Fig. 1: run 1, the metal 2 layer
The bar under the picture is 20 µm long.
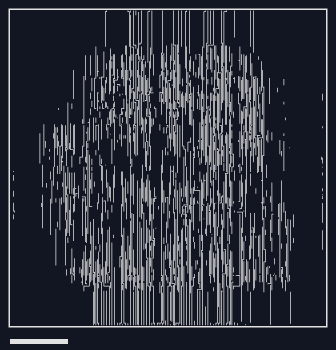
Fig. 2: run 1, placement view
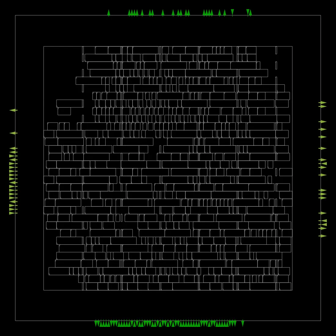
Fig. 3: run 1, placement by cell class
The bar under the picture is 20 µm long. Fill, decap, tap and diode cells in gray.
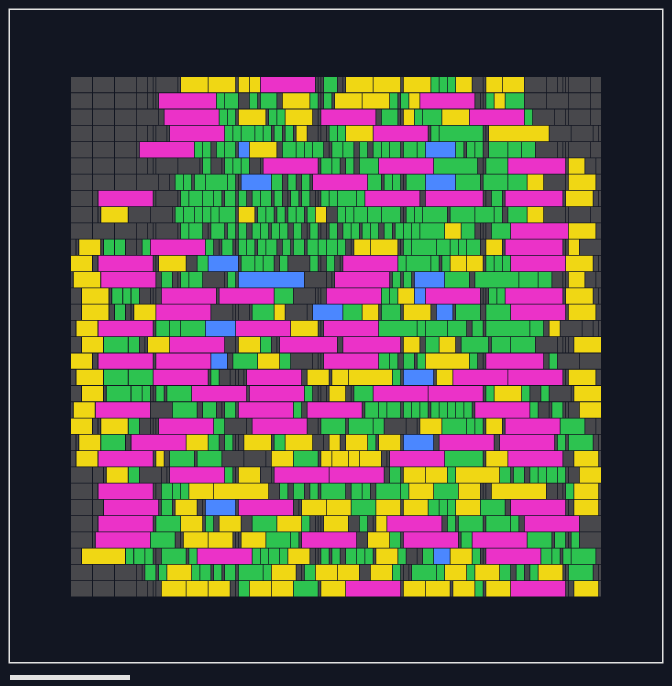
**config.mk**
```make
export PLATFORM = sky130hd
export DESIGN_NAME = mic_microsequencer
export DESIGN_NICKNAME = d
export VERILOG_FILES = /design/src/rtl/mic_microsequencer.sv
export SDC_FILE = /design/constraint.sdc
export NUM_CORES = 1
export LEC_CHECK = 0
export ABC_AREA = 1
export ABC_CLOCK_PERIOD_IN_PS = 1600
export CAP_MARGIN = 10
export CORE_MARGIN = 10
export CORE_UTILIZATION = 49
export CTS_BUF_LIST = sky130_fd_sc_hd__clkbuf_2 sky130_fd_sc_hd__clkbuf_4 sky130_fd_sc_hd__clkbuf_8
export CTS_CLUSTER_SIZE = 24
export DETAILED_ROUTE_END_ITERATION = 8
export GPL_TIMING_DRIVEN = 0
export PLACE_DENSITY = 0.91
export SETUP_SLACK_MARGIN = 0.2
export SKIP_CTS_REPAIR_TIMING = 1
export SLEW_MARGIN = 20
export SYNTH_ARGS = -nofsm -noshare
export SYNTH_HDL_FRONTEND = slang
export SYNTH_SLANG_ARGS = --single-unit
```
**constraint.sdc**
```tcl
create_clock -name clk -period 1.6 [get_ports clk]
set_input_delay 0.32 -clock clk [delete_from_list [all_inputs] [get_ports clk]]
set_output_delay 0.32 -clock clk [all_outputs]
set_load 0.02 [all_outputs]
```
**src/rtl/mic_microsequencer.sv**
```systemverilog
// Mic-1 microprogram sequencer: holds MPC/MIR, fetches from a sync-read control store,
// decodes datapath controls and forms the next MPC from NEXT_ADDRESS, JAMN/JAMZ and JMPC.
module mic_microsequencer #(
  parameter int unsigned          MPC_BITS    = 9,
  parameter int unsigned          MIR_BITS    = 36,
  parameter int unsigned          ALU_CONTROL = 6,
  parameter logic [MPC_BITS-1:0]  HALT_ADDR   = 9'h1FF
) (
  input  logic                   clk,
  input  logic                   rst_n,
  output logic [MPC_BITS-1:0]    cs_addr,
  input  logic [MIR_BITS-1:0]    cs_data,
  input  logic                   alu_n,
  input  logic                   alu_z,
  input  logic [7:0]             mbr,
  input  logic                   mem_busy,
  output logic [ALU_CONTROL-1:0] alu_control,
  output logic [1:0]             shift,
  output logic [8:0]             c_sel,
  output logic [2:0]             mem_ctl,
  output logic [3:0]             b_sel,
  output logic                   n_flag,
  output logic                   z_flag,
  output logic                   halted,
  output logic [31:0]            uinstr_count
);

  localparam int unsigned LOW_BITS = MPC_BITS - 1;

  typedef enum logic [1:0] {
    ST_LOAD = 2'd0,
    ST_EXEC = 2'd1,
    ST_HALT = 2'd2
  } state_t;

  state_t                state_q, state_d;
  logic [MPC_BITS-1:0]   mpc_q;
  logic [MIR_BITS-1:0]   mir_q;
  logic [31:0]           count_q;
  logic                  n_q, z_q;

  logic                  mir_load;
  logic                  exec_go;
  logic [MPC_BITS-1:0]   next_mpc;
  logic                  halt_cond;

  // Microinstruction field view of MIR
  logic [MPC_BITS-1:0]    f_na;
  logic                   f_jmpc, f_jamn, f_jamz;
  logic [1:0]             f_shift;
  logic [ALU_CONTROL-1:0] f_alu;
  logic [8:0]             f_csel;
  logic [2:0]             f_mem;
  logic [3:0]             f_bsel;

  assign f_na    = mir_q[35:27];
  assign f_jmpc  = mir_q[26];
  assign f_jamn  = mir_q[25];
  assign f_jamz  = mir_q[24];
  assign f_shift = mir_q[23:22];
  assign f_alu   = mir_q[21:16];
  assign f_csel  = mir_q[15:7];
  assign f_mem   = mir_q[6:4];
  assign f_bsel  = mir_q[3:0];

  // Jam bits OR into the address; JMPC ORs the opcode into the low byte, never adds
  assign next_mpc[MPC_BITS-1]  = f_na[MPC_BITS-1] | (f_jamn & alu_n) | (f_jamz & alu_z);
  assign next_mpc[LOW_BITS-1:0] = f_na[LOW_BITS-1:0] | (f_jmpc ? LOW_BITS'(mbr) : LOW_BITS'(0));
  assign halt_cond = (f_na == HALT_ADDR) && !f_jmpc && !f_jamn && !f_jamz;

  assign cs_addr      = mpc_q;
  assign n_flag       = n_q;
  assign z_flag       = z_q;
  assign uinstr_count = count_q;

  always_ff @(posedge clk or negedge rst_n) begin
    if (!rst_n) begin
      state_q <= ST_LOAD;
      mpc_q   <= '0;
      mir_q   <= '0;
      count_q <= '0;
      n_q     <= 1'b0;
      z_q     <= 1'b0;
    end else begin
      state_q <= state_d;
      if (mir_load) mir_q <= cs_data;
      if (exec_go) begin
        n_q     <= alu_n;
        z_q     <= alu_z;
        count_q <= count_q + 32'd1;
        mpc_q   <= next_mpc;
      end
    end
  end

  // Next state and control decode; controls are only live in a non-stalled EXEC
  always_comb begin
    state_d     = state_q;
    mir_load    = 1'b0;
    exec_go     = 1'b0;
    halted      = 1'b0;
    alu_control = '0;
    shift       = '0;
    c_sel       = '0;
    mem_ctl     = '0;
    b_sel       = '0;
    case (state_q)
      ST_LOAD: begin
        mir_load = 1'b1;
        state_d  = ST_EXEC;
      end
      ST_EXEC: begin
        if (!mem_busy) begin
          exec_go     = 1'b1;
          alu_control = f_alu;
          shift       = f_shift;
          c_sel       = f_csel;
          mem_ctl     = f_mem;
          b_sel       = f_bsel;
          state_d     = halt_cond ? ST_HALT : ST_LOAD;
        end
      end
      ST_HALT: begin
        halted = 1'b1;
      end
      default: begin
        state_d = ST_LOAD;
      end
    endcase
  end

endmodule

```
==> summary.txt, run 1 <==
run results: Finished Layout Cells 713, Syn Nets 508, met2 wire length 6.76 mm, FFs w/ async S/R, synth 1.00, WL/cell approximately 18 µm, top routing layer in use met4, nets 656, ClkCell Share 0.0333, Diodes inserted 0, logic area 1840 µm², Combinational Gates 301, crit path DAT 1.52 ns, Slew Limit Fails 0, WL met3 660 µm, Clk pwr share 0.277, Top-area cell share 0.522, Commonest cells post-synth nand2_1 (118), dfrtp_1 (81), inv_1 (63), Worst Path Buf+Inv 4, floorplan core density 0.503, CP max stage cell dfrtp_1, Fmax achieved 543 MHz, layout cells sized above 1 0.268, final worst-path setup slack -0.243 ns, Sum Neg Setup Slack -5.40 ns, buffering overhead 0.260, placed cell areas 5420 µm², measured slew at the worst slew-check pin 0.510 ns, CTS tree done, inverter count 64, Area growth syn-to-layout 55.0%, synth warn 0, mux share 0.0319, r2r worst-path depth 8, IO Count 117, Comb/total area 0.306, peak supply drop 0.619 mV, worst skew pair latency 0.36 ns, Pwr Total 0.00554 W, largest net degree at the start of global routing a little under 60, Tool Warnings 28, FA/HA/MAJ Cells, Area Fraction 0.00322, Post-route DRC 0, detailed placer's ending HPWL 8.63 mm, Top area cell types dfrtp_1 (52%), nand2_1 (11%), inv_1 (6.1%), nor2_1 (5.1%), o21ai_0 (4.4%), crit-path max FO 6, Top cell excl fill/tap nand2_1, CTS HTree Levels 3, Final min period approximately 1.8 ns, sequential power 0.00250 W, PortBufs 116, first-iteration detailed-routing DRC count 118, post-synth top area cell dfrtp_1, max_cap viols 0, Req. time, crit path 1.28 ns, startpoint types flop, vias per inst 5.22, chip area 11,900 µm², DRT met1 WL approximately 4.8 mm, WP depth 6, part of the power in registers 0.452, GR peak layer met2, Post-Syn Area 3880 µm², internal power around 0.0038 W, hold path depth 3, Comb power frac 0.271, Pleak 3.29 nW, Sw Share 0.317, nonclk buf count 149, post-synthesis instance total 458, unrepaired setup endpoints after global routing yes, relative slew slack 0.660, Placed Instances 677, gpl congestion around 0.86, initial antenna violation count 0, Clock Tree Root clkbuf_8, grt met1 use 0.221, DP Worst Slack -0.919 ns, Worst setup EP type output pin, power density over cell area 920 nW/µm², Yosys Instances 458, first-pass GRT wire length 17.9 mm, vias in the first global route 3,605, count of different cell masters after synthesis 28, Worst Setup Path Type flop to output pin, GR Layer Usage met3 0.0389, flop count 81, xor+xnor area frac 0.0383, Registers, synthesis 81, Psw 0.00176 W, worst hold path class primary input to flop, top-count cell post-synth nand2_1, Power Combinational about 0.0015 W, Largest Pwr Group sequential cells, Tot GR Track Use 0.190, status finished with violations, failing checks negative setup slack, Final Skew ~0.009 ns, Reg clk slew, reported paths 0.07 ns, Fillers 475, number of enable flip-flop cells 0, Clk. pwr 0.00153 W, yosys stat area 3880 µm², yosys simple share 0.270, Largest area class, layout flip-flops and latches, CTS Buf Count 9, Post-Syn Area per Cell 8.48 µm², CP max stage delay around 0.41 ns, maximum buffer depth of the clock tree 2, clock buf count 13, Largest logic family simple AND/OR/NAND/NOR gates, final hold vios 0, drt pass-1 iters 4, Final ANT Viol Nets 0, register area 2040 µm², Min Hold Slack 0.349 ns, Top cells excl fill/tap nand2_1 (112), dfrtp_1 (71), inv_1 (60), clkdlybuf4s50_1 (46), dlymetal6s2s_1 (35), Most common reg cell dfrtp_1, final worst path period share 1.15, worst-path cell chain inv_2 -> nand3_4 -> buf_12 -> clkbuf_16 -> nor2_4 -> buf_6, CTS sink count approximately 81, final setup fails 26, chip width 109 µm, Crit path max-delay family buffers and inverters, gr ovfl total 0, register area share after synthesis 0.522, area fraction in compound gates 0.0602, die y size approximately 110 µm
Back to the opening pictures, Fig. 1:
The longest straight run is 49.6 µm. The layer holds 53% of the routed length. The wires run mostly vertical.
final wirelength: 12.7 mm
DR vias: 3,725
met2 Use GR: 0.331

Back to the opening pictures, Fig. 2:
Tap Cells: 102
final core occ: 0.779

Back to the opening pictures, Fig. 3:
Key: remaining buffers and delay cells = yellow [cells 149, share of their area 27%]; registers = magenta [cells 81, share of their area 35%]; clock drivers and dummy loads = blue [cells 16, share of their area 3.4%]; remaining logic cells = green [cells 365, share of their area 35%]
flop share of the area: 0.339
core box area: 7730 µm²
placement row count: 32
cell area after layout: 6020 µm²

[run 1: final timing paths]
path,start,endpoint,slack (ns)
worst max register to register,state_q[1]$_DFFE_PN0P_,uinstr_count[12]$_DFFE_PN0P_,-0.04
max in group asynchronous,rst_n,uinstr_count[22]$_DFFE_PN0P_,0.60
worst min-delay path,mem_busy,state_q[0]$_DFFE_PN0P_,0.35
worst max-delay path,state_q[1]$_DFFE_PN0P_,c_sel[7],-0.24
worst min register to register,n_flag$_DFFE_PN0P_,n_flag$_DFFE_PN0P_,0.48
min in group asynchronous,rst_n,uinstr_count[12]$_DFFE_PN0P_,0.39
[run 1: state kept, by name, summed over array words and instances (netlist names)]
register and cells:
n_flag 1, z_flag 1, cs_addr 9, state_q 2
mir_q 36, uinstr_count 32
==> run 2: changes to the inputs <==
--- a/config.mk
+++ b/config.mk
@@ -13,6 +13,7 @@
 export CTS_BUF_LIST = sky130_fd_sc_hd__clkbuf_2 sky130_fd_sc_hd__clkbuf_4 sky130_fd_sc_hd__clkbuf_8
 export CTS_CLUSTER_SIZE = 24
 export DETAILED_ROUTE_END_ITERATION = 8
+export GPL_ROUTABILITY_DRIVEN = 0
 export GPL_TIMING_DRIVEN = 0
 export PLACE_DENSITY = 0.91
 export SETUP_SLACK_MARGIN = 0.2
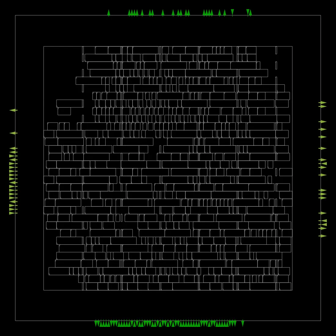
Fig. 4. Placement view (run 2).
Fillers: 475
flop count: 81
Finished Layout Cells: 713

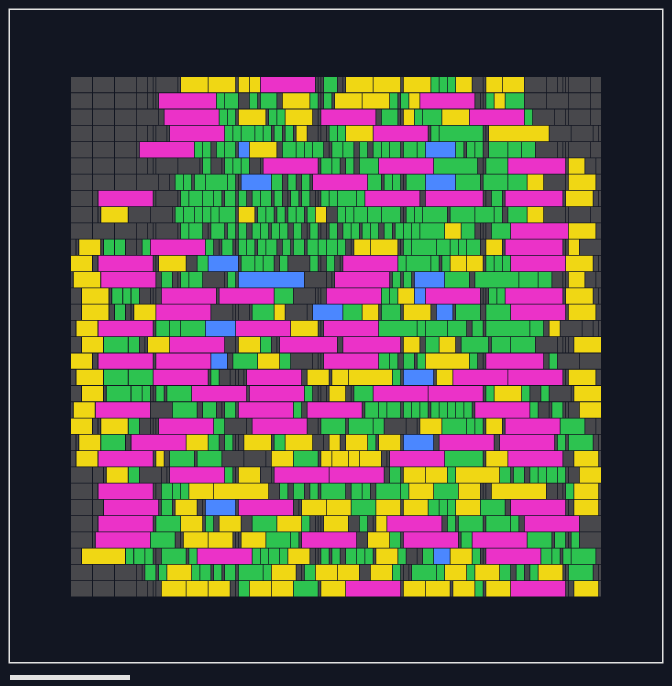
Fig. 5. Placement by cell class (run 2).
The bar under the picture is 20 µm long. Fill, decap, tap and diode cells in gray.

==> run 2 against run 1 <==
The flow still finishes with violations (negative setup slack); non-clock buffer count is the same; clock power is essentially flat; combinational power is essentially flat; cell count is the same; register-to-register slack is essentially flat; critical path depth is the same; setup slack is the same.
==> summary.txt, run 2 <==
run results: status finished with violations (unchanged), failing checks negative setup slack (unchanged), grt met1 use 0.221 (unchanged), CP max stage cell dfrtp_1 (unchanged), Final ANT Viol Nets 0 (unchanged), Top cells excl fill/tap nand2_1 (112), dfrtp_1 (71), inv_1 (60), clkdlybuf4s50_1 (46), dlymetal6s2s_1 (35) (unchanged), crit path to c_sel[7] (unchanged), FFs w/ async S/R, synth 1.00 (unchanged), Reg clk slew, reported paths 0.07 ns (about the same), hold path depth 3 (unchanged), Largest register FFs 36 (unchanged), chip width 109 µm (unchanged), Req. time, crit path 1.28 ns (about the same), r2r worst-path depth 8 (unchanged), nets 656 (unchanged), CTS tree done (unchanged), Clk pwr share 0.277 (about the same), top routing layer in use met4 (unchanged), Worst R2R End uinstr_count[12]$_DFFE_PN0P_ (unchanged), final wirelength 12.7 mm (unchanged), peak supply drop 0.619 mV (unchanged), chip area 11,900 µm² (unchanged), Worst setup EP type output pin (unchanged), Diodes inserted 0 (unchanged), post-synth top area cell dfrtp_1 (unchanged), Comb power frac 0.271 (about the same), Crit path max-delay family buffers and inverters (unchanged), internal power 0.00379 W (unchanged), post-synthesis instance total 458 (unchanged), Sum Neg Setup Slack -5.40 ns (unchanged), Worst Setup Path Type flop to output pin (unchanged), part of the power in registers 0.452 (about the same), Slew Limit Fails 0 (unchanged), final worst-path setup slack -0.243 ns (unchanged), WL/cell 17.8 µm (unchanged), CP max stage delay 0.41 ns (about the same), GR Layer Usage met3 0.0389 (unchanged), Worst Path Buf+Inv 4 (unchanged), mux share 0.0319 (unchanged), Psw 0.00176 W (unchanged), Area growth syn-to-layout 55.0% (unchanged), Clk. pwr 0.00153 W (about the same), Worst Hold End state_q[0]$_DFFE_PN0P_ (unchanged), measured slew at the worst slew-check pin 0.510 ns (unchanged), DRT met1 WL 4.84 mm (unchanged), Clock Tree Root clkbuf_8 (unchanged), sequential power 0.00250 W (about the same), Pleak 3.29 nW (unchanged), unrepaired setup endpoints after global routing yes (unchanged), crit path DAT 1.52 ns (about the same), Post-Syn Area 3880 µm² (unchanged), floorplan core density 0.503 (unchanged), power density over cell area 920 nW/µm² (unchanged), maximum buffer depth of the clock tree 2 (unchanged), yosys stat area 3880 µm² (unchanged), Final min period 1.84 ns (unchanged), first-pass GRT wire length 17.9 mm (unchanged), Tot GR Track Use 0.190 (unchanged), Worst R2R Setup Slack -0.04 ns (about the same), WL met3 660 µm (unchanged), die y size 109 µm (unchanged), CTS sink count 81 (unchanged), vias in the first global route 3,605 (unchanged), final worst path period share 1.15 (unchanged), placement row count 32 (unchanged), relative slew slack 0.660 (unchanged), GR peak layer met2 (unchanged), first-iteration detailed-routing DRC count 118 (unchanged), detailed placer's ending HPWL 8.63 mm (unchanged), FA/HA/MAJ Cells, Area Fraction 0.00322 (unchanged), worst-path cell chain inv_2 -> nand3_4 -> buf_12 -> clkbuf_16 -> nor2_4 -> buf_6 (unchanged), gr ovfl total 0 (unchanged), Reg2Reg Launch Point state_q[1]$_DFFE_PN0P_ (unchanged), Largest logic family simple AND/OR/NAND/NOR gates (unchanged), Largest Pwr Group sequential cells (unchanged), Top area cell types dfrtp_1 (52%), nand2_1 (11%), inv_1 (6.1%), nor2_1 (5.1%), o21ai_0 (4.4%) (unchanged), Final Skew 0.00907 ns (unchanged), xor+xnor area frac 0.0383 (unchanged), register area share after synthesis 0.522 (unchanged), number of enable flip-flop cells 0 (unchanged), Top cell excl fill/tap nand2_1 (unchanged), IO Count 117 (unchanged), Top reg by flops mir_q (unchanged), Sw Share 0.317 (unchanged), Yosys Instances 458 (unchanged), count of different cell masters after synthesis 28 (unchanged), Registers, synthesis 81 (unchanged), Power Combinational 0.00150 W (about the same), DR vias 3,725 (unchanged), CTS HTree Levels 3 (unchanged), top-count cell post-synth nand2_1 (unchanged), drt pass-1 iters 4 (unchanged), met2 Use GR 0.331 (unchanged), met2 wire length 6.76 mm (unchanged), final core occ 0.779 (unchanged), final setup fails 26 (unchanged), Most common reg cell dfrtp_1 (unchanged), startpoint types flop (unchanged), Fmax achieved 543 MHz (unchanged), worst setup path start state_q[1]$_DFFE_PN0P_ (unchanged), Pwr Total 0.00554 W (unchanged), CTS Buf Count 9 (unchanged), Post-route DRC 0 (unchanged), layout cells sized above 1 0.268 (unchanged), yosys simple share 0.270 (unchanged), PortBufs 116 (unchanged), Tool Warnings 28 (unchanged), final hold vios 0 (unchanged), HP Start mem_busy (unchanged), initial antenna violation count 0 (unchanged), crit-path max FO 6 (unchanged), Post-Syn Area per Cell 8.48 µm² (unchanged), area fraction in compound gates 0.0602 (unchanged), core box area 7730 µm² (unchanged), WP depth 6 (unchanged), synth warn 0 (unchanged), worst hold path class primary input to flop (unchanged), Top-area cell share 0.522 (unchanged), max_cap viols 0 (unchanged), vias per inst 5.22 (unchanged), worst skew pair latency 0.36 ns (about the same), Commonest cells post-synth nand2_1 (118), dfrtp_1 (81), inv_1 (63) (unchanged), Syn Nets 508 (unchanged), largest net degree at the start of global routing 59 (unchanged)
==> run 2: cell counts after synthesis <==
No cell type changed its count.
==> run 2: metrics by stage <==
stage	instances	cell area [µm²]	setup slack (ns)	hold slack (ns)
2_1_floorplan	458	4100	0.181	0.0244
3_3_place_gp	676	5390	-2.91	0.465
3_5_place_dp	677	5420	-0.919	0.238
4_1_cts	693	5620	-0.916	-0.136
5_1_grt	713	6020	-0.285	0.361
6_report	713	6020	-0.243	0.349
==> run 2: final cells by class <==
type / count / area (µm²) / share of cell area
buffer: 12 / 124 / 0.0206
tap: 102 / 128 / 0.0212
inverter: 64 / 243 / 0.0403
sequential: 81 / 2040 / 0.339
clock inverter: 3 / 40.0 / 0.00665
timing repair buffer: 137 / 1440 / 0.240
clock buffer: 13 / 160 / 0.0266
multi-input combinational: 301 / 1840 / 0.306
==> run 3: changes to the inputs <==
--- a/config.mk
+++ b/config.mk
@@ -22,3 +22,4 @@
 export SYNTH_ARGS = -nofsm -noshare
 export SYNTH_HDL_FRONTEND = slang
 export SYNTH_SLANG_ARGS = --single-unit
+export TNS_END_PERCENT = 30
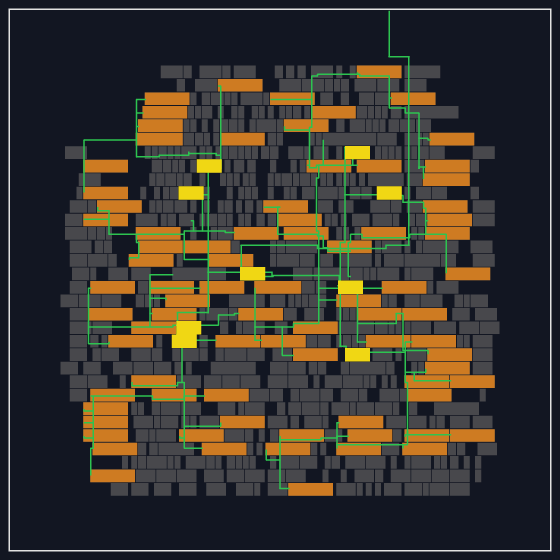
Fig. 6. Routed clock nets over the placement (run 3).
Key: clock-net drivers = yellow [count 9]; flip-flops = orange [count 81]; clock wires = green [length 960 µm]
There are 10 routed clock nets.
Clk pwr share: 0.320
Clk. pwr: 0.00185 W
Final Skew: 0.0119 ns
worst skew pair latency: 0.35 ns

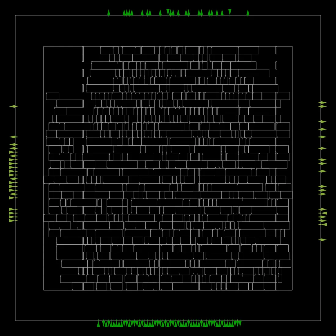
Fig. 7. Placement view (run 3).
flop share of the area: 0.343
final core occ: 0.767
Finished Layout Cells: 703
Fillers: 500

==> run 3 against run 2 <==
The flow still finishes with violations (negative setup slack); power grew 4.2%; global-route usage shrank 0.44 points; die size is the same; area after synthesis is the same; sequential share of layout area grew 0.43 points; largest power group unchanged; register-to-register slack gained 0.09 ns; critical endpoint is now c_sel[0]; sequential cell count is the same; clock skew grew 0.0028 ns.
==> summary.txt, run 3 <==
run results: status finished with violations (unchanged), failing checks negative setup slack (unchanged), HP Start mem_busy (unchanged), Slew Limit Fails 0 (unchanged), synth warn 0 (unchanged), floorplan core density 0.503 (unchanged), WL/cell 16.7 µm (was 17.8 µm), Tot GR Track Use 0.185 (was 0.190), GR peak layer met2 (unchanged), startpoint types flop (unchanged), Final min period 1.78 ns (was 1.84 ns), CTS Buf Count 9 (unchanged), Yosys Instances 458 (unchanged), Pwr Total 0.00578 W (was 0.00554 W), xor+xnor area frac 0.0383 (unchanged), vias per inst 5.11 (was 5.22), IO Count 117 (unchanged), drt pass-1 iters 4 (unchanged), chip width 109 µm (unchanged), Post-route DRC 0 (unchanged), nets 645 (was 656), max_cap viols 0 (unchanged), unrepaired setup endpoints after global routing yes (unchanged), CTS sink count 81 (unchanged), final wirelength 11.7 mm (was 12.7 mm), Worst R2R End uinstr_count[26]$_DFFE_PN0P_ (was uinstr_count[12]$_DFFE_PN0P_), Combinational Gates 301 (unchanged), r2r worst-path depth 9 (was 8), CTS tree done (unchanged), gr ovfl total 0 (unchanged), Clock Tree Root clkbuf_8 (unchanged), Reg clk slew, reported paths 0.09 ns (was 0.07 ns), register area share after synthesis 0.522 (unchanged), met2 wire length 6.13 mm (was 6.76 mm), detailed placer's ending HPWL 8.56 mm (was 8.63 mm), vias in the first global route 3,589 (was 3,605), crit path to c_sel[0] (was c_sel[7]), Syn Nets 508 (unchanged), count of different cell masters after synthesis 28 (unchanged), first-pass GRT wire length 17.5 mm (was 17.9 mm), die y size 109 µm (unchanged), final hold vios 0 (unchanged), sequential power 0.00248 W (was 0.00250 W), final worst path period share 1.11 (was 1.15), Top cells excl fill/tap nand2_1 (117), dfrtp_1 (77), inv_1 (61), clkdlybuf4s50_1 (46), o21ai_0 (33) (was nand2_1 (112), dfrtp_1 (71), inv_1 (60), clkdlybuf4s50_1 (46), dlymetal6s2s_1 (35)), top-count cell post-synth nand2_1 (unchanged), Top reg by flops mir_q (unchanged), Largest area class, layout flip-flops and latches (unchanged), relative slew slack 0.661 (was 0.660), Crit path max-delay family buffers and inverters (unchanged), FA/HA/MAJ Cells, Area Fraction 0.00322 (unchanged), Largest register FFs 36 (unchanged), number of enable flip-flop cells 0 (unchanged), final setup fails 24 (was 26), maximum buffer depth of the clock tree 2 (unchanged), worst hold path class primary input to flop (unchanged), Comb/total area 0.305 (was 0.306), Power Combinational 0.00145 W (was 0.00150 W), Worst R2R Setup Slack 0.05 ns (was -0.04 ns), Reg2Reg Launch Point state_q[1]$_DFFE_PN0P_ (unchanged), PortBufs 116 (unchanged), grt met1 use 0.210 (was 0.221), worst-path cell chain inv_2 -> nand3_4 -> buf_12 -> clkbuf_16 -> nor2_4 -> buf_6 (unchanged), Sum Neg Setup Slack -4.00 ns (was -5.40 ns), Psw 0.00174 W (was 0.00176 W), power density over cell area 975 nW/µm² (was 920 nW/µm²), core box area 7730 µm² (unchanged), yosys simple share 0.270 (unchanged), Top area cell types dfrtp_1 (52%), nand2_1 (11%), inv_1 (6.1%), nor2_1 (5.1%), o21ai_0 (4.4%) (unchanged), Placed Instances 677 (unchanged), DR vias 3,593 (was 3,725), CP max stage cell dfrtp_1 (unchanged), layout cells sized above 1 0.235 (was 0.268), final worst-path setup slack -0.184 ns (was -0.243 ns), measured slew at the worst slew-check pin 0.508 ns (was 0.510 ns), clock buf count 10 (was 13), placement row count 32 (unchanged), logic area 1810 µm² (was 1840 µm²)
-- run 3: how the worst min path moves through the flow --
stage                                        end  slack, ns  cells past startpoint
after CTS                   mir_q[8]$_DFFE_PN0P_      -0.05                      1
after global placement    cs_addr[8]$_DFFE_PN0P_       0.47                      2
final                     state_q[0]$_DFFE_PN0P_       0.31                      3
after detailed placement    mir_q[9]$_DFFE_PN0P_       0.32                      1
after global routing      state_q[0]$_DFFE_PN0P_       0.31                      3
after floorplan           cs_addr[0]$_DFFE_PN0P_       0.02                      0
-- run 3: worst reg2reg max path, cell delays in order (launching register included) --
cell	delay (ns)
dfrtp_1	0.41
inv_2	0.10
nand3_4	0.08
buf_4	0.18
nor2_8	0.16
nand2_8	0.11
nor2_8	0.17
nand3_1	0.10
nand2_1	0.08
nand2_1	0.05
Power is estimated from default activity; no workload was simulated.
